File: config.mk
export PLATFORM = sky130hd
export DESIGN_NAME = board_position_file
export DESIGN_NICKNAME = d
export VERILOG_FILES = /design/src/rtl/board_position_file.sv
export SDC_FILE = /design/constraint.sdc
export NUM_CORES = 1
export LEC_CHECK = 0
export CORE_MARGIN = 4
export CORE_UTILIZATION = 40
export CTS_BUF_LIST = sky130_fd_sc_hd__clkbuf_2 sky130_fd_sc_hd__clkbuf_4 sky130_fd_sc_hd__clkbuf_8
export CTS_CLUSTER_SIZE = 8
export DETAILED_ROUTE_END_ITERATION = 8
export GPL_ROUTABILITY_DRIVEN = 0
export PLACE_DENSITY = 0.65
export SYNTH_ARGS = -nofsm -noshare
export SYNTH_HDL_FRONTEND = slang
export SYNTH_SLANG_ARGS = --single-unit
File: constraint.sdc
create_clock -name clock -period 10.4 [get_ports clock]
set_input_delay 1.04 -clock clock [delete_from_list [all_inputs] [get_ports clock]]
set_output_delay 1.04 -clock clock [all_outputs]
set_load 0.01 [all_outputs]
File: src/rtl/board_position_file.sv
// Board-state store: validates and commits moves over a valid/ready handshake,
// tracks move count and full-board status, and keeps a circular undo history.
module board_position_file #(
  parameter int unsigned CELLS      = 9,
  parameter int unsigned PLAYERS    = 2,
  parameter int unsigned PW         = 2,
  parameter int unsigned IW         = 4,
  parameter int unsigned HIST_DEPTH = 9,
  parameter int unsigned CW         = 4
) (
  input  logic                clock,
  input  logic                reset_n,
  input  logic                clear,
  input  logic                mv_valid,
  output logic                mv_ready,
  input  logic [IW-1:0]       mv_cell,
  input  logic [PW-1:0]       mv_player,
  input  logic                undo_req,
  output logic                mv_accept,
  output logic                mv_illegal,
  output logic [1:0]          illegal_code,
  output logic                undo_done,
  output logic                undo_err,
  output logic [CELLS*PW-1:0] board,
  output logic [CW-1:0]       move_count,
  output logic                board_full,
  output logic [IW-1:0]       last_cell,
  output logic [PW-1:0]       last_player
);

  localparam int unsigned EW = IW + PW;
  localparam int unsigned HW = (HIST_DEPTH > 1) ? $clog2(HIST_DEPTH) : 1;
  localparam int unsigned NW = $clog2(HIST_DEPTH + 1);

  typedef enum logic [0:0] {StIdle, StCheck} state_e;

  state_e               state_q, state_d;
  logic [IW-1:0]        req_cell_q;
  logic [PW-1:0]        req_player_q;
  logic [CELLS*PW-1:0]  board_q, board_d;
  logic [CW-1:0]        count_q, count_d;
  logic [EW-1:0]        hist_q [HIST_DEPTH];
  logic [HW-1:0]        hist_ptr_q, hist_ptr_d;
  logic [NW-1:0]        hist_cnt_q, hist_cnt_d;
  logic                 hist_wr_en;
  logic [IW-1:0]        last_cell_q, last_cell_d;
  logic [PW-1:0]        last_player_q, last_player_d;
  logic [1:0]           code_q, code_d;
  logic                 accept_q, accept_d, illegal_q, illegal_d;
  logic                 undo_done_q, undo_done_d, undo_err_q, undo_err_d;

  logic                 range_bad, player_bad, occupied;
  logic [HW-1:0]        top_idx, below_idx;
  logic [EW-1:0]        top_entry, below_entry;

  function automatic logic [HW-1:0] ptr_inc(input logic [HW-1:0] p);
    return (p == HW'(HIST_DEPTH - 1)) ? '0 : p + 1'b1;
  endfunction

  function automatic logic [HW-1:0] ptr_dec(input logic [HW-1:0] p);
    return (p == '0) ? HW'(HIST_DEPTH - 1) : p - 1'b1;
  endfunction

  // Legality of the captured request; the cell read is only meaningful when in range
  assign range_bad  = 32'(req_cell_q) >= CELLS;
  assign player_bad = (req_player_q == '0) || (32'(req_player_q) > PLAYERS);
  assign occupied   = board_q[32'(req_cell_q)*PW +: PW] != '0;

  // Pointer points at the next free slot, so the top entry sits one below it
  assign top_idx     = ptr_dec(hist_ptr_q);
  assign below_idx   = ptr_dec(top_idx);
  assign top_entry   = hist_q[top_idx];
  assign below_entry = hist_q[below_idx];

  // State register
  always_ff @(posedge clock or negedge reset_n) begin
    if (!reset_n) state_q <= StIdle;
    else          state_q <= state_d;
  end

  // Next-state logic: clear always forces IDLE
  always_comb begin
    state_d = state_q;
    if (clear) begin
      state_d = StIdle;
    end else begin
      unique case (state_q)
        StIdle:  if (mv_valid && mv_ready) state_d = StCheck;
        StCheck: state_d = StIdle;
        default: state_d = StIdle;
      endcase
    end
  end

  // Handshake output
  always_comb begin
    mv_ready = (state_q == StIdle) && !clear && !undo_req;
  end

  // Datapath next-state: clear > pending check > undo
  always_comb begin
    board_d       = board_q;
    count_d       = count_q;
    hist_ptr_d    = hist_ptr_q;
    hist_cnt_d    = hist_cnt_q;
    hist_wr_en    = 1'b0;
    last_cell_d   = last_cell_q;
    last_player_d = last_player_q;
    code_d        = code_q;
    accept_d      = 1'b0;
    illegal_d     = 1'b0;
    undo_done_d   = 1'b0;
    undo_err_d    = 1'b0;
    if (clear) begin
      board_d       = '0;
      count_d       = '0;
      hist_ptr_d    = '0;
      hist_cnt_d    = '0;
      last_cell_d   = '0;
      last_player_d = '0;
    end else if (state_q == StCheck) begin
      if (range_bad) begin
        illegal_d = 1'b1;
        code_d    = 2'b01;
      end else if (player_bad) begin
        illegal_d = 1'b1;
        code_d    = 2'b11;
      end else if (occupied) begin
        illegal_d = 1'b1;
        code_d    = 2'b10;
      end else begin
        board_d[32'(req_cell_q)*PW +: PW] = req_player_q;
        count_d       = count_q + 1'b1;
        hist_wr_en    = 1'b1;
        hist_ptr_d    = ptr_inc(hist_ptr_q);
        // Saturating count: a full ring overwrites its oldest entry
        hist_cnt_d    = (hist_cnt_q == NW'(HIST_DEPTH)) ? hist_cnt_q : hist_cnt_q + 1'b1;
        last_cell_d   = req_cell_q;
        last_player_d = req_player_q;
        accept_d      = 1'b1;
      end
    end else if (undo_req) begin
      if (hist_cnt_q == '0) begin
        undo_err_d = 1'b1;
      end else begin
        board_d[32'(top_entry[EW-1:PW])*PW +: PW] = '0;
        count_d     = count_q - 1'b1;
        hist_ptr_d  = top_idx;
        hist_cnt_d  = hist_cnt_q - 1'b1;
        undo_done_d = 1'b1;
        if (hist_cnt_q > NW'(1)) begin
          last_cell_d   = below_entry[EW-1:PW];
          last_player_d = below_entry[PW-1:0];
        end else begin
          last_cell_d   = '0;
          last_player_d = '0;
        end
      end
    end
  end

  // Datapath registers, request capture and history ring
  always_ff @(posedge clock or negedge reset_n) begin
    if (!reset_n) begin
      req_cell_q    <= '0;
      req_player_q  <= '0;
      board_q       <= '0;
      count_q       <= '0;
      hist_ptr_q    <= '0;
      hist_cnt_q    <= '0;
      last_cell_q   <= '0;
      last_player_q <= '0;
      code_q        <= '0;
      accept_q      <= 1'b0;
      illegal_q     <= 1'b0;
      undo_done_q   <= 1'b0;
      undo_err_q    <= 1'b0;
      for (int i = 0; i < int'(HIST_DEPTH); i++) hist_q[i] <= '0;
    end else begin
      if (mv_valid && mv_ready) begin
        req_cell_q   <= mv_cell;
        req_player_q <= mv_player;
      end
      board_q       <= board_d;
      count_q       <= count_d;
      hist_ptr_q    <= hist_ptr_d;
      hist_cnt_q    <= hist_cnt_d;
      last_cell_q   <= last_cell_d;
      last_player_q <= last_player_d;
      code_q        <= code_d;
      accept_q      <= accept_d;
      illegal_q     <= illegal_d;
      undo_done_q   <= undo_done_d;
      undo_err_q    <= undo_err_d;
      if (hist_wr_en) hist_q[hist_ptr_q] <= {req_cell_q, req_player_q};
    end
  end

  assign board        = board_q;
  assign move_count   = count_q;
  assign board_full   = (count_q == CW'(CELLS));
  assign last_cell    = last_cell_q;
  assign last_player  = last_player_q;
  assign illegal_code = code_q;
  assign mv_accept    = accept_q;
  assign mv_illegal   = illegal_q;
  assign undo_done    = undo_done_q;
  assign undo_err     = undo_err_q;

endmodule

==> changes_impl.md <==
### Physical design

- AO/OA Area Share: 18.5%
- Final Max Tran Viols: 0
- Crit path DAT: 5.11 ns
- Yosys cell count: 686
- Crit-path max cell delay: 0.59 ns
- Maximum clock frequency: 208 MHz
- Post-layout util: 46.3%
- Outcome: finished, final reports clean
- Yosys adder share: 4.05%
- Slew headroom: 32.4%
- Non-clk bufs: 54
- Clk sinks: 103
- RSZ-0062 raised after global routing: false
- Fill cells: 1556
- GR met3 Demand/Resource: 4.78%
- Worst Hold Launch: illegal_code[1]$_DFFE_PN0P_
- Seq pwr: 578 uW
- Post-CTS Setup Bufs: 0
- Nets: 742
- Max VDD drop: 0.164 mV
- CP max-delay cell: o311ai_1
- Worst-margin pin slew: 1.00 ns
- I/O pin total: 47
- Max_cap viols: 0
- CTS tree: done
- # Taps: 216
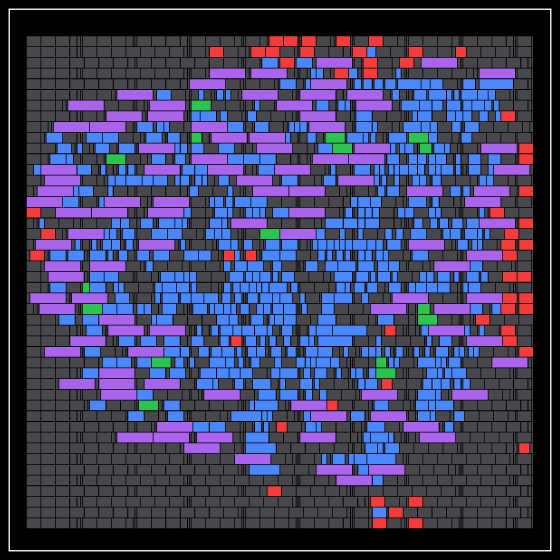
(images/class_map.png)
Fill, decap, tap and diode cells in grey.
| class | colour | cells | share of their area |
|---|---|---|---|
| remaining buffers and delay cells | red | 54 | 7.2% |
| clock drivers and dummy loads | green | 16 | 2.6% |
| remaining logic cells | blue | 542 | 54% |
| registers | purple | 103 | 36% |
core area: 16100 um2
number of placement rows: 46
Seq area share: 34.5%

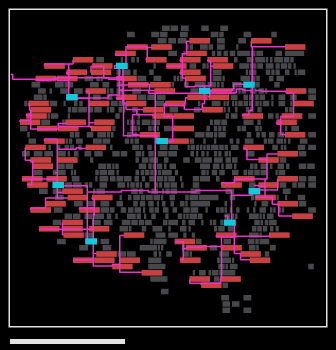
(images/clock_wires.png)
Bar = 50 um.
[clock wires] magenta | length: 1320 um
[clock-net drivers] cyan | count: 9
[flip-flops] red | count: 103
flops lie: all over the die
Clk. pwr: 247 uW
Clk network pwr share: 12.2%
clk_lat worst skew: 0.40 ns
Layout Skew: 0.00535 ns

No activity file was given, so power comes from the tool's default toggle rates.
